## config.mk

```make
export PLATFORM = sky130hd
export DESIGN_NAME = hazard_unit_flat
export DESIGN_NICKNAME = d
export VERILOG_FILES = /design/src/rtl/hazard_unit_if.sv /design/src/rtl/hazard_unit.sv /design/src/flat_wrapper.sv
export SDC_FILE = /design/constraint.sdc
export NUM_CORES = 1
export LEC_CHECK = 0
export ABC_AREA = 1
export CORE_MARGIN = 2
export CORE_UTILIZATION = 25
export DETAILED_ROUTE_END_ITERATION = 10
export GPL_TIMING_DRIVEN = 0
export SETUP_SLACK_MARGIN = 0.3
export SYNTH_ARGS = -nofsm -noshare
export SYNTH_HDL_FRONTEND = slang
export SYNTH_SLANG_ARGS = --single-unit
```

## constraint.sdc

```tcl
create_clock -name clk -period 2.21 [get_ports clk]
set_input_delay 0.442 -clock clk [delete_from_list [all_inputs] [get_ports clk]]
set_output_delay 0.442 -clock clk [all_outputs]
set_load 0.02 [all_outputs]
```

## src/rtl/hazard_unit_if.sv

```systemverilog
// Hazard unit bus: IF/ID and ID/EX fields in, pipeline control and statistics out.
interface hazard_unit_if #(
    parameter int unsigned CNT_W = 16
);
    logic [5:0]       ifIdOpCode;
    logic [4:0]       ifIdRs;
    logic [4:0]       ifIdRt;
    logic             idExMemRead;
    logic [4:0]       idExRt;
    logic             stallSignal;
    logic             pcWrite;
    logic             ifIdWrite;
    logic             ifIdFlush;
    logic [CNT_W-1:0] loadStallCount;
    logic [CNT_W-1:0] branchStallCount;
    logic             busy;

    // Hazard unit side
    modport slave (
        input  ifIdOpCode, ifIdRs, ifIdRt, idExMemRead, idExRt,
        output stallSignal, pcWrite, ifIdWrite, ifIdFlush,
        output loadStallCount, branchStallCount, busy
    );

    // Pipeline side
    modport master (
        output ifIdOpCode, ifIdRs, ifIdRt, idExMemRead, idExRt,
        input  stallSignal, pcWrite, ifIdWrite, ifIdFlush,
        input  loadStallCount, branchStallCount, busy
    );
endinterface

```

## src/rtl/hazard_unit.sv

```systemverilog
// Pipeline hazard sequencer: load-use stalls, fixed beq wait, saturating stall statistics.
module hazard_unit #(
    parameter int unsigned BRANCH_STALL_CYCLES = 2,  // 1..15
    parameter int unsigned CNT_W               = 16
) (
    input  logic          clk,
    input  logic          reset,
    hazard_unit_if.slave  bus
);

    localparam logic [5:0] OP_RTYPE = 6'd0;
    localparam logic [5:0] OP_BEQ   = 6'd4;
    localparam logic [5:0] OP_SW    = 6'd43;

    typedef enum logic [0:0] {
        StIdle,
        StBranchStall
    } state_e;

    state_e           state_q, state_d;
    logic [3:0]       remain_q, remain_d;
    logic [CNT_W-1:0] load_cnt_q, load_cnt_d;
    logic [CNT_W-1:0] branch_cnt_q, branch_cnt_d;

    logic uses_rt;
    logic load_hazard;
    logic load_inc;
    logic branch_inc;
    logic stall;
    logic pc_write;
    logic if_id_write;
    logic if_id_flush;
    logic busy;

    // Decode which IF/ID source registers are actually read, then detect lw-use
    always_comb begin
        uses_rt = (bus.ifIdOpCode == OP_RTYPE) || (bus.ifIdOpCode == OP_SW) ||
                  (bus.ifIdOpCode == OP_BEQ);
        // $0 never carries a real dependency
        load_hazard = bus.idExMemRead && (bus.idExRt != 5'd0) &&
                      ((bus.idExRt == bus.ifIdRs) || (uses_rt && (bus.idExRt == bus.ifIdRt)));
    end

    // Next-state and pipeline control outputs; reset masks everything to free-running
    always_comb begin
        state_d     = state_q;
        remain_d    = remain_q;
        load_inc    = 1'b0;
        branch_inc  = 1'b0;
        stall       = 1'b0;
        pc_write    = 1'b1;
        if_id_write = 1'b1;
        if_id_flush = 1'b0;
        busy        = 1'b0;

        if (!reset) begin
            unique case (state_q)
                StIdle: begin
                    if (load_hazard) begin
                        // Hold PC and IF/ID, bubble into ID/EX; re-check next cycle
                        stall       = 1'b1;
                        pc_write    = 1'b0;
                        if_id_write = 1'b0;
                        load_inc    = 1'b1;
                    end else if (bus.ifIdOpCode == OP_BEQ) begin
                        // beq proceeds to ID/EX; nop goes into IF/ID behind it
                        pc_write    = 1'b0;
                        if_id_flush = 1'b1;
                        branch_inc  = 1'b1;
                        state_d     = StBranchStall;
                        remain_d    = 4'(BRANCH_STALL_CYCLES);
                    end
                end
                StBranchStall: begin
                    stall       = 1'b1;
                    pc_write    = 1'b0;
                    if_id_flush = 1'b1;
                    busy        = 1'b1;
                    branch_inc  = 1'b1;
                    remain_d    = remain_q - 4'd1;
                    // <= 1 also guards against an out-of-range zero count
                    if (remain_q <= 4'd1) begin
                        state_d = StIdle;
                    end
                end
                default: begin
                    state_d = StIdle;
                end
            endcase
        end
    end

    // Saturating increments for the statistics counters
    always_comb begin
        load_cnt_d   = load_cnt_q;
        branch_cnt_d = branch_cnt_q;
        if (load_inc && (load_cnt_q != '1)) begin
            load_cnt_d = load_cnt_q + CNT_W'(1);
        end
        if (branch_inc && (branch_cnt_q != '1)) begin
            branch_cnt_d = branch_cnt_q + CNT_W'(1);
        end
    end

    // State register with synchronous reset
    always_ff @(posedge clk) begin
        if (reset) begin
            state_q      <= StIdle;
            remain_q     <= 4'd0;
            load_cnt_q   <= '0;
            branch_cnt_q <= '0;
        end else begin
            state_q      <= state_d;
            remain_q     <= remain_d;
            load_cnt_q   <= load_cnt_d;
            branch_cnt_q <= branch_cnt_d;
        end
    end

    // Drive the bus
    always_comb begin
        bus.stallSignal      = stall;
        bus.pcWrite          = pc_write;
        bus.ifIdWrite        = if_id_write;
        bus.ifIdFlush        = if_id_flush;
        bus.busy             = busy;
        bus.loadStallCount   = load_cnt_q;
        bus.branchStallCount = branch_cnt_q;
    end

endmodule

```

## src/flat_wrapper.sv

```systemverilog
// flat-port wrapper written by rule: the top's interface ports become plain ports
module hazard_unit_flat 
#(
    parameter int unsigned BRANCH_STALL_CYCLES = 2,          
    parameter int unsigned CNT_W               = 16
)
  (clk, reset, bus_ifIdOpCode, bus_ifIdRs, bus_ifIdRt, bus_idExMemRead, bus_idExRt, bus_stallSignal, bus_pcWrite, bus_ifIdWrite, bus_ifIdFlush, bus_loadStallCount, bus_branchStallCount, bus_busy);
  hazard_unit_if #(.CNT_W(CNT_W)) bus_i ();
  input  logic clk;
  input  logic reset;
  input wire logic [$bits(bus_i.ifIdOpCode)-1:0] bus_ifIdOpCode;
  input wire logic [$bits(bus_i.ifIdRs)-1:0] bus_ifIdRs;
  input wire logic [$bits(bus_i.ifIdRt)-1:0] bus_ifIdRt;
  input wire logic [$bits(bus_i.idExMemRead)-1:0] bus_idExMemRead;
  input wire logic [$bits(bus_i.idExRt)-1:0] bus_idExRt;
  output wire logic [$bits(bus_i.stallSignal)-1:0] bus_stallSignal;
  output wire logic [$bits(bus_i.pcWrite)-1:0] bus_pcWrite;
  output wire logic [$bits(bus_i.ifIdWrite)-1:0] bus_ifIdWrite;
  output wire logic [$bits(bus_i.ifIdFlush)-1:0] bus_ifIdFlush;
  output wire logic [$bits(bus_i.loadStallCount)-1:0] bus_loadStallCount;
  output wire logic [$bits(bus_i.branchStallCount)-1:0] bus_branchStallCount;
  output wire logic [$bits(bus_i.busy)-1:0] bus_busy;
  assign bus_i.ifIdOpCode = bus_ifIdOpCode;
  assign bus_i.ifIdRs = bus_ifIdRs;
  assign bus_i.ifIdRt = bus_ifIdRt;
  assign bus_i.idExMemRead = bus_idExMemRead;
  assign bus_i.idExRt = bus_idExRt;
  assign bus_stallSignal = bus_i.stallSignal;
  assign bus_pcWrite = bus_i.pcWrite;
  assign bus_ifIdWrite = bus_i.ifIdWrite;
  assign bus_ifIdFlush = bus_i.ifIdFlush;
  assign bus_loadStallCount = bus_i.loadStallCount;
  assign bus_branchStallCount = bus_i.branchStallCount;
  assign bus_busy = bus_i.busy;
  hazard_unit #(.BRANCH_STALL_CYCLES(BRANCH_STALL_CYCLES), .CNT_W(CNT_W)) u_core (.clk(clk), .reset(reset), .bus(bus_i));
endmodule
```

run_1/util_map.png
Scale: 4 px per um. The die is cut into 10 by 10 equal tiles; white is low, dark blue is high, 0 to 100% covered.
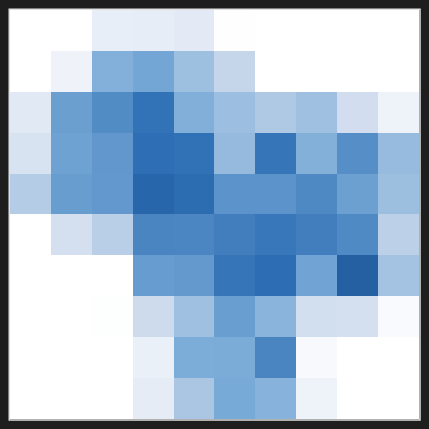
nearly empty tiles	29%
densest ninth of the die	centre
fullest tile	81%
tiles over 75% full	5.0%
mean over tiles	32%
emptiest ninth of the die	lower left
fp_density: 25.92%
Final Util: 37.05%
core area: 9328 um^2

run_1/floorplan.png
Scale: 4 px per um. Pins as bars on the die edge. Tap cells in grey.
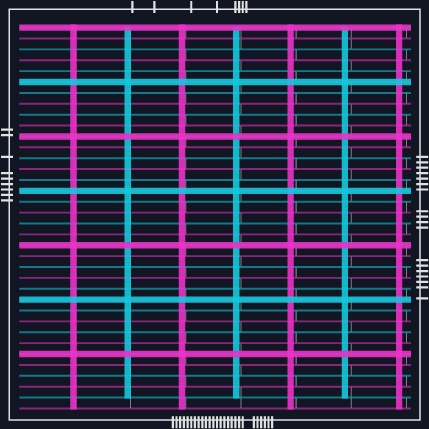
colour	net
magenta	VSS
cyan	VDD
met4 straps	7
met1 rails	36
rows	35
met5 straps	7
Die Wd: 102.3 um
VDD IR max: 0.0003083 V
die y size: 102.3 um

==> Slide: Implementation Results, run 1 <==
Synthesis and Place & Route Summary

Outcome
  • Run status: finished, final reports clean

GRT
  • GR Util met2: 22.62%
  • Tot GR Track Use: 13.00%
  • Met3 usage: 2.326%

Setup path
  • Worst path bufs/invs: 3
  • Reg2Reg Capture Point: u_core.bus.loadStallCount[6]
  • Critical path capture point: bus_ifIdFlush
  • Worst EP required: 1.77 ns
  • Levels on crit path: 10
  • Critical path arrival: 1.52 ns
  • Critical path's slowest cell: xor2_1
  • Top cell family by delay on the critical path: simple AND/OR/NAND/NOR gates

Synth
  • Adder Area Share: 2.070%
  • Cell area leaders: dfxtp_1 31%, nand2_1 15%, nor2_1 8.1%
  • Syn Area/Cell: 6.516 um^2
  • Yosys Chip Area: 2417 um^2
  • Share of flip-flops with an asynchronous set or reset: 0%
  • Synth mux share: 0%
  • Cell Area, Synth: 2417 um^2
  • XOR Share, Synth: 7.609%
  • Synth cell count leaders: 97 x nand2_1, 52 x nor2_1, 43 x inv_1
  • Simple share: 42.60%
  • # Cells Yosys: 371
  • Yosys top cell by area: dfxtp_1
  • Ys Warns: 0

Cells and area
  • ClkCell Share: 3.367%
  • Logic share of the area: 43.19%
  • Inverters: 47
  • Final non-filler cell total: 584
  • Area grow syn2layout: 42.96%
  • Fillers: 995
  • Reg area: 745.7 um^2
  • Most frequent logic cells in the routed design: 93 x nand2_1, 49 x nor2_1, 37 x inv_1, 33 x dfxtp_1, 30 x clkdlybuf4s50_1
  • Buffers excl. clock: 86
  • Diodes inserted: 0
  • Nets@finish: 482
  • Cell area after layout: 3456 um^2

Drt
  • Antenna-violating nets left: 0
  • Met3 routed WL: 279 um
  • Met2 wire len: 3.211 mm
  • WL met1: 2.989 mm
  • Final WL: 6.570 mm
  • Drc violations: 0
  • DR pass1 iterations: 4
  • WL per Instance: 11.25 um

Final timing
  • Clock skew: 0.01461 ns
  • RSZ-0062 raised after global routing: yes
  • F_max: 510.1 MHz
  • Worst-Margin Slew: 0.4875 ns
  • Crit path time final: 1.960 ns
  • Tightest hold margin: 0.4826 ns

Worst hold path
  • HP Start: u_core.bus.loadStallCount[15]

Clock network
  • CTS Buf Count: 5
  • Sink Count: 37
  • Cts repair resizes: 127
  • CTS tree: done
  • CTS root buf: clkbuf_8

Floorplan
  • Tapcells: 129
  • I/O pins: 61

Pwr
  • Logic pwr share: 9.4%
  • Flop pwr share: 47.4%
  • Flop+latch power: 0.671 mW
  • P_int: 1.099 mW
  • Clk. pwr: 0.613 mW
  • Sw Pwr: 0.3170 mW
  • Sw Ratio: 22.38%
  • Pwr Density: 409.9 nW/um^2

Placed design
  • Dpl hpwl: 4.858 mm
  • Placer Congestion: 0.8380
run_1/clock_nets.png
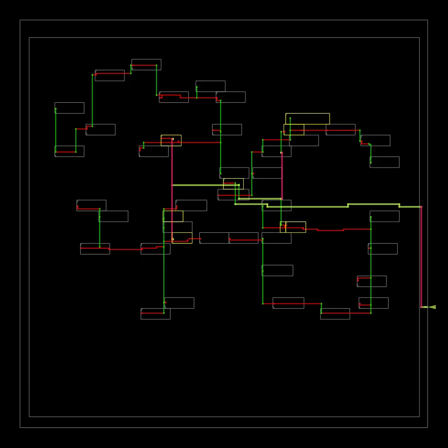
number of clock buffers in the layout: 7
worst skew pair latency: 0.30 ns

==> run 2, diff against run 1 <==
--- a/config.mk
+++ b/config.mk
@@ -8,6 +8,7 @@
 export ABC_AREA = 1
 export CORE_MARGIN = 2
 export CORE_UTILIZATION = 25
+export CTS_CLUSTER_SIZE = 28
 export DETAILED_ROUTE_END_ITERATION = 10
 export GPL_TIMING_DRIVEN = 0
 export SETUP_SLACK_MARGIN = 0.3
run_2/layers.png
Scale: 4 px per um.
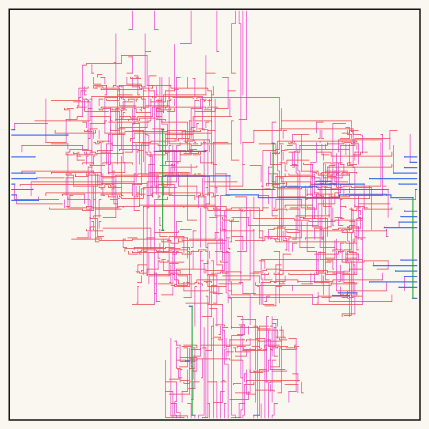
colour	layer	wire length
blue	M3	280 um
green	M4	89.1 um
red	M1	2990 um
magenta	M2	3210 um
WL per Instance: 11.25 um
final WL: 6.570 mm
Tot GR Track Use: 13.00%

==> run 2 against run 1 <==
Against the previous run:
- utilization stayed put
- die size stayed put
- combinational power hardly changed
- non-clock buffer count stayed put
- setup slack stayed put
- largest cell class unchanged
==> Slide: Implementation Results, run 2 <==
Synthesis and Place & Route Summary

Outcome
  • Run status: finished, final reports clean

Drt
  • Met3 routed WL: 279 um
  • Antenna-violating nets left: 0

Clock network
  • Worst skew pair latency: 0.30 ns
  • CTS tree: done
  • CTS Buf Count: 5

Cells and area
  • Logic share of the area: 43.19%
  • Inverters: 47
  • Nets@finish: 482
  • ClkCell Share: 3.367%
  • Buffers excl. clock: 86
  • Area grow syn2layout: 42.96%
  • Final non-filler cell total: 584
  • Final Util: 37.05%
  • Fillers: 995
  • Cell area after layout: 3456 um^2
  • Reg area: 745.7 um^2

GRT
  • GR Util met2: 22.62%

Floorplan
  • Core area: 9328 um^2
  • I/O pins: 61
  • Die y size: 102.3 um

Synth
  • Cell Area, Synth: 2417 um^2
  • XOR Share, Synth: 7.609%
  • Adder Area Share: 2.070%
  • Ys Warns: 0
  • Simple share: 42.60%
  • Cell area leaders: dfxtp_1 31%, nand2_1 15%, nor2_1 8.1%
  • # Cells Yosys: 371

Final timing
  • RSZ-0062 raised after global routing: yes
  • Tightest hold margin: 0.4826 ns
  • Clock skew: 0.01461 ns
  • Crit path time final: 1.960 ns

Pwr
  • Logic pwr share: 9.4%
  • VDD IR max: 0.0003083 V
  • Sw Ratio: 22.38%
  • Sw Pwr: 0.3170 mW
  • Clk. pwr: 0.613 mW

Setup path
  • Worst path bufs/invs: 3
  • Worst EP required: 1.77 ns
  • Critical path's slowest cell: xor2_1
  • Reg2Reg Capture Point: u_core.bus.loadStallCount[6]

Worst hold path
  • HP Start: u_core.bus.loadStallCount[15]
Power is estimated from default activity; no workload was simulated.
